--- src/rtl/read_fill_ctrl.sv ---
// rtl/read_fill_ctrl.sv - round-robin DRAM line-fill sequencer for instruction and data read requests
// Optional BURST stall timeout with fillErr: define READ_FILL_TIMEOUT_EN.
module read_fill_ctrl #(
   parameter int BEATS  = 8,
   parameter int ADDR_W = 27
) (
   input  logic              DRAMCLK,
   input  logic              RESET,
   input  logic              iReq,
   input  logic [ADDR_W-1:0] iAddr,
   output logic              iGrant,
   output logic              iDone,
   input  logic              dReq,
   input  logic [ADDR_W-1:0] dAddr,
   output logic              dGrant,
   output logic              dDone,
   output logic              dramCmdValid,
   output logic [ADDR_W-1:0] dramCmdAddr,
   input  logic              dramCmdReady,
   input  logic              dramDataValid,
   output logic              bufWE,
   output logic              busy,
   output logic              fillErr
);
   localparam int               CNT_W     = $clog2(BEATS) + 1;
   localparam logic [CNT_W-1:0] LAST_BEAT = CNT_W'(BEATS - 1);

   typedef enum logic [1:0] {IDLE, CMD, BURST, DONE} state_t;

   state_t           state;
   logic [CNT_W-1:0] beat_cnt;
   logic             owner;        // 0 = I side, 1 = D side
   logic             last_served;
   logic             pick_d;
   logic             last_beat;
   logic             stall_out;

   // D wins alone, or on a tie when I was the side served last
   assign pick_d    = dReq && (!iReq || !last_served);
   assign last_beat = dramDataValid && (beat_cnt == LAST_BEAT);
   assign bufWE     = (state == BURST) && dramDataValid;

`ifdef READ_FILL_TIMEOUT_EN
   logic [7:0] stall_cnt;
   logic       err_q;

   // the 255th consecutive empty BURST cycle ends the fill
   assign stall_out = !dramDataValid && (stall_cnt == 8'd254);
   assign fillErr   = err_q;

   always_ff @(posedge DRAMCLK or negedge RESET) begin
      if (!RESET) begin
         stall_cnt <= '0;
         err_q     <= 1'b0;
      end else begin
         err_q <= (state == BURST) && stall_out && !last_beat;
         if (state != BURST || dramDataValid)
            stall_cnt <= '0;
         else
            stall_cnt <= stall_cnt + 8'd1;
      end
   end
`else
   assign stall_out = 1'b0;
   assign fillErr   = 1'b0;
`endif

   always_ff @(posedge DRAMCLK or negedge RESET) begin
      if (!RESET) begin
         state        <= IDLE;
         beat_cnt     <= '0;
         owner        <= 1'b0;
         last_served  <= 1'b1;
         dramCmdAddr  <= '0;
         iGrant       <= 1'b0;
         dGrant       <= 1'b0;
         iDone        <= 1'b0;
         dDone        <= 1'b0;
         dramCmdValid <= 1'b0;
         busy         <= 1'b0;
      end else begin
         iDone <= 1'b0;
         dDone <= 1'b0;
         case (state)
            IDLE: begin
               if (iReq || dReq) begin
                  state        <= CMD;
                  owner        <= pick_d;
                  dramCmdAddr  <= pick_d ? dAddr : iAddr;
                  iGrant       <= !pick_d;
                  dGrant       <= pick_d;
                  dramCmdValid <= 1'b1;
                  busy         <= 1'b1;
               end
            end
            CMD: begin
               if (dramCmdReady) begin
                  state        <= BURST;
                  beat_cnt     <= '0;
                  dramCmdValid <= 1'b0;
               end
            end
            BURST: begin
               if (dramDataValid)
                  beat_cnt <= beat_cnt + 1'b1;
               if (last_beat || stall_out) begin
                  state       <= DONE;
                  last_served <= owner;
                  iDone       <= !owner;
                  dDone       <= owner;
               end
            end
            DONE: begin
               state  <= IDLE;
               iGrant <= 1'b0;
               dGrant <= 1'b0;
               busy   <= 1'b0;
            end
         endcase
      end
   end
endmodule
--- config.mk ---
export PLATFORM = sky130hd
export DESIGN_NAME = read_fill_ctrl
export DESIGN_NICKNAME = d
export VERILOG_FILES = /design/src/rtl/read_fill_ctrl.sv
export SDC_FILE = /design/constraint.sdc
export NUM_CORES = 1
export LEC_CHECK = 0
export CORE_UTILIZATION = 44
export CTS_BUF_LIST = sky130_fd_sc_hd__clkbuf_16
export DETAILED_ROUTE_END_ITERATION = 7
export PLACE_DENSITY = 0.93
export SLEW_MARGIN = 20
export SYNTH_ARGS = -nofsm -noshare
export SYNTH_HDL_FRONTEND = slang
export SYNTH_SLANG_ARGS = --single-unit
export TNS_END_PERCENT = 50
--- constraint.sdc ---
create_clock -name DRAMCLK -period 2.8 [get_ports DRAMCLK]
set_input_delay 0.28 -clock DRAMCLK [delete_from_list [all_inputs] [get_ports DRAMCLK]]
set_output_delay 0.28 -clock DRAMCLK [all_outputs]
set_load 0.05 [all_outputs]
==> summary.txt <==
Here are the numbers from the latest Yosys + OpenROAD run.

The flow ran to the end, but the final reports show violations. The checks that failed: design-rule violations. The critical path capture point type is a primary output.

The post-route total power came out at about 0.0036 W. The number of nets in the layout came out at ~360. Of the post-synthesis cell area, the part taken by muxes is 14.1%. By instance count after routing, the leading logic cell types are 92 x sky130_fd_sc_hd__clkdlybuf4s50_1, 40 x sky130_fd_sc_hd__dfrtp_1, 35 x sky130_fd_sc_hd__nand2_1, 29 x sky130_fd_sc_hd__o21ai_1, 28 x sky130_fd_sc_hd__mux2i_1. The timing report shows that the slowest cell on the worst path is sky130_fd_sc_hd__clkdlybuf4s50_1. The number of synthesis warnings is 0. The number of nets in the synthesized netlist is 264. The worst setup path is launched from a flip-flop. After clock tree synthesis, the repair step resized 0 gates.

The top cell type in the final layout, fill and taps aside, is sky130_fd_sc_hd__clkdlybuf4s50_1. The clock tree root buffer cell is sky130_fd_sc_hd__clkbuf_16. After detailed routing, the number of remaining DRC violations is 12. The row count came out at 24. The number of buffers added on ports is between 90 and 100. The height of the chip is 70.5 microns. The post-route minimum period came out at 2.49 ns. The largest non-sequential cell family by area is simple AND/OR/NAND/NOR gates. The part of the Yosys area used for sequential elements is between 40% and 50%. The total grt overflow is 0. The maximum number of pins on one net before global-route repair is 56. The critical path required time came out at 2.52 ns. The number of global-route vias before repair came out at 1758.

The logs give a warning total of 30. The overall die area is between 4000 and 5000 sq um. The cell sequence reported for the critical path is inv_1, ha_1, and2_1, clkdlybuf4s50_1.

Combinational cells account for 56.2% of the total power. Among cell families on the critical path, the largest total delay comes from buffers and inverters. Looking at the cell usage after synthesis, the top flip-flop cell is sky130_fd_sc_hd__dfrtp_1. The count of filler cells inserted in the layout is approximately 340.

The max-capacitance violation count came out at 0. The ratio of total power to cell area is 1130 nW/um^2. The class of the tightest hold or removal check is input pin to asynchronous set/reset pin. The worst slew margin relative to its limit is between 40% and 50%. The summed area of non-filler cells in the final layout came out at ~3100 sq um. The starting DRC count in detailed routing is 92. Counting the buffers created by CTS gives 5.

The switching power of the nets is between 0.0015 and 0.002 W. The synthesized netlist was found by Yosys to have roughly 200 cells. The initial antenna violation count was 0.

Static timing analysis puts the maximum clock frequency at 402 MHz. The clock-pin slew on the worst setup and hold paths came out at approximately 0.06 ns. The number of synthesized register bits is 41. The power report attributes to the sequential group a share of between 20% and 30%. The worst hold-check slack came out at 0.125 ns. The number of setup buffers added after CTS came out at 0.
[per-stage QoR]
step / setup WS, ns / instances / util (%)
2_1_floorplan: 1.11 / 198 / -
3_3_place_gp: 0.682 / 334 / 67.6
3_5_place_dp: 0.604 / 334 / 67.6
4_1_cts: 0.314 / 342 / 70.8
5_1_grt: 0.206 / 342 / 70.8
6_report: 0.313 / 342 / 70.8
[final cells by class]
type / instances / area share, %
clock inverters: 3 / 0.557
well taps: 52 / 2.07
flip-flops and latches: 41 / 32.6
clock buffers: 5 / 3.98
inverters: 4 / 0.477
repair buffers: 95 / 29.9
multi-input cells: 142 / 30.4
[synthesized netlist by cell type, types with 3 or more instances]
| library cell | instances | share of area, % |
|---|---|---|
| sky130_fd_sc_hd__nand2_1 | 35 | 6.4 |
| sky130_fd_sc_hd__nand2b_1 | 3 | 0.91 |
| sky130_fd_sc_hd__o21ai_1 | 30 | 7.3 |
| sky130_fd_sc_hd__dfrtp_1 | 40 | 48 |
| sky130_fd_sc_hd__mux2i_1 | 28 | 14 |
| sky130_fd_sc_hd__clkbuf_1 | 4 | 0.73 |
| sky130_fd_sc_hd__nand3_1 | 4 | 0.97 |
| sky130_fd_sc_hd__inv_1 | 4 | 0.73 |
| sky130_fd_sc_hd__nor2_1 | 3 | 0.55 |
| sky130_fd_sc_hd__a21oi_1 | 3 | 0.73 |
| sky130_fd_sc_hd__nor2b_1 | 4 | 1.2 |
| sky130_fd_sc_hd__ha_1 | 6 | 3.6 |
[worst paths after layout]
check,startpoint,to,slack [ns],depth (start not counted)
min in group DRAMCLK,owner$_DFFE_PN0P_,iDone$_DFF_PN0_,0.48,1
setup reg to reg,state[0]$_DFFE_PN0P_,state[1]$_DFFE_PN0P_,0.89,5
hold / removal,RESET,busy$_DFFE_PN0P_,0.13,1
setup / recovery,state[0]$_DFFE_PN0P_,bufWE,0.31,4
max in group asynchronous,RESET,beat_cnt[1]$_DFFE_PN0P_,2.13,1
hold reg to reg,owner$_DFFE_PN0P_,iDone$_DFF_PN0_,0.48,1
[layer usage]
layer / wire length, microns / up-vias / track usage (%) / part of all wire [%]
li1: - / 872 / - / -
met1: 1940 / 846 / 25.0 / 41
met2: 2570 / 52 / 37.3 / 54
met3: 242 / 4 / 3.90 / 5.1
met4: 35 / 0 / 4.99 / 0.73
met5: 0 / - / 0 / 0
[worst register-to-register path, cell delays in order, from the launching register on]
cell	delay, ns
sky130_fd_sc_hd__dfrtp_1	0.40
sky130_fd_sc_hd__inv_1	0.14
sky130_fd_sc_hd__ha_1	0.36
sky130_fd_sc_hd__nor3b_2	0.39
sky130_fd_sc_hd__a211o_1	0.18
sky130_fd_sc_hd__mux2_1	0.33
[sequential cells by signal, indices dropped and copies added, names as in the netlist]
name and cells:
iDone 1, beat_cnt 4, dramCmdValid 1, iGrant 1, state 2, owner 1
dDone 1, last_served 1, busy 1, dGrant 1, dramCmdAddr 27
[power by group through the flow]
stage	logic (W)	registers (W)	clock network (W)
after floorplan	0.000613	0.00174	0
after global placement	0.00196	0.00101	0
after detailed placement	0.00201	0.00103	0
after CTS	0.00202	0.00102	0.000552
after global routing	0.00213	0.00106	0.000582
final	0.00200	0.00102	0.000537
Routed metal per tile:
(6 px per micron) The die is cut into 14 by 14 equal tiles; black is low, pale yellow is high, scaled to the fullest tile. Values are wire area over tile area, all layers added.
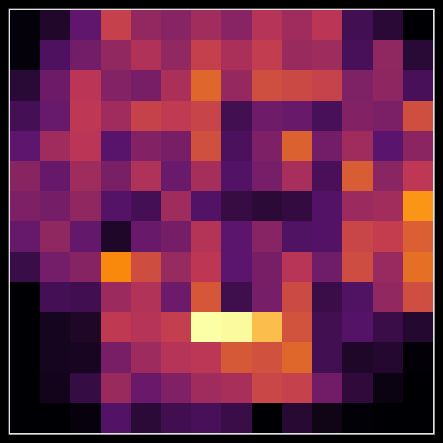
8.2% of the tiles are nearly empty. The fullest tile reaches 0.46. 19% of the tiles are over half the peak. The mean over all tiles is 0.15.
combined global-route utilization of all metal layers: 20.5%
WL final: 4790 microns

Clock wiring as the flow saved it:
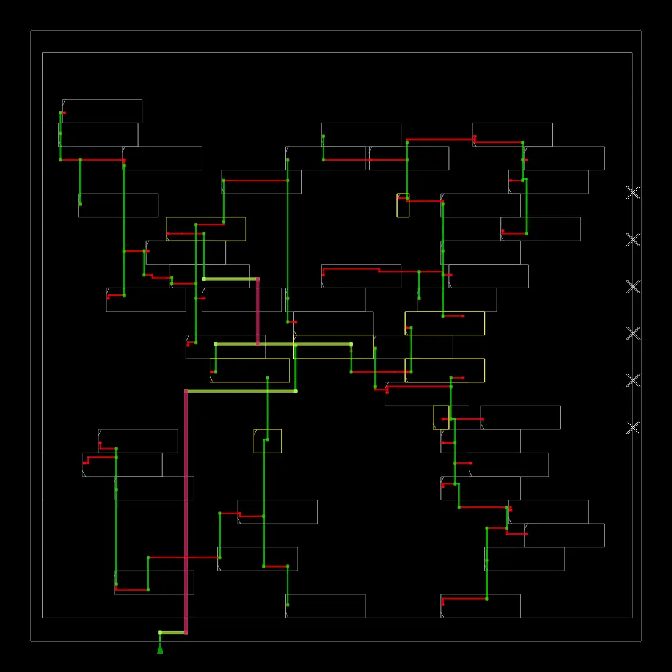
Clock Skews: 0.00377 ns
clock sink count: 41
Latency at later pin: 0.27 ns
flop count: 41
power in the clock group: 0.000537 W

Signal wires on met3:
(6 px per micron)
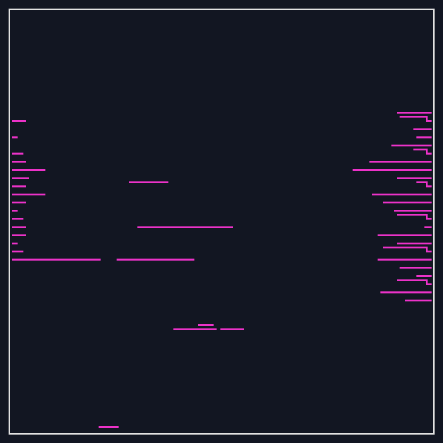
45 nets have wire on it. The longest straight run is 15.6 microns. The layer holds 5.1% of the routed length. The wires run mostly horizontal.
met3 layer usage reported by global route: 3.90%
total number of vias: 1774

Power is estimated from default activity; no workload was simulated.
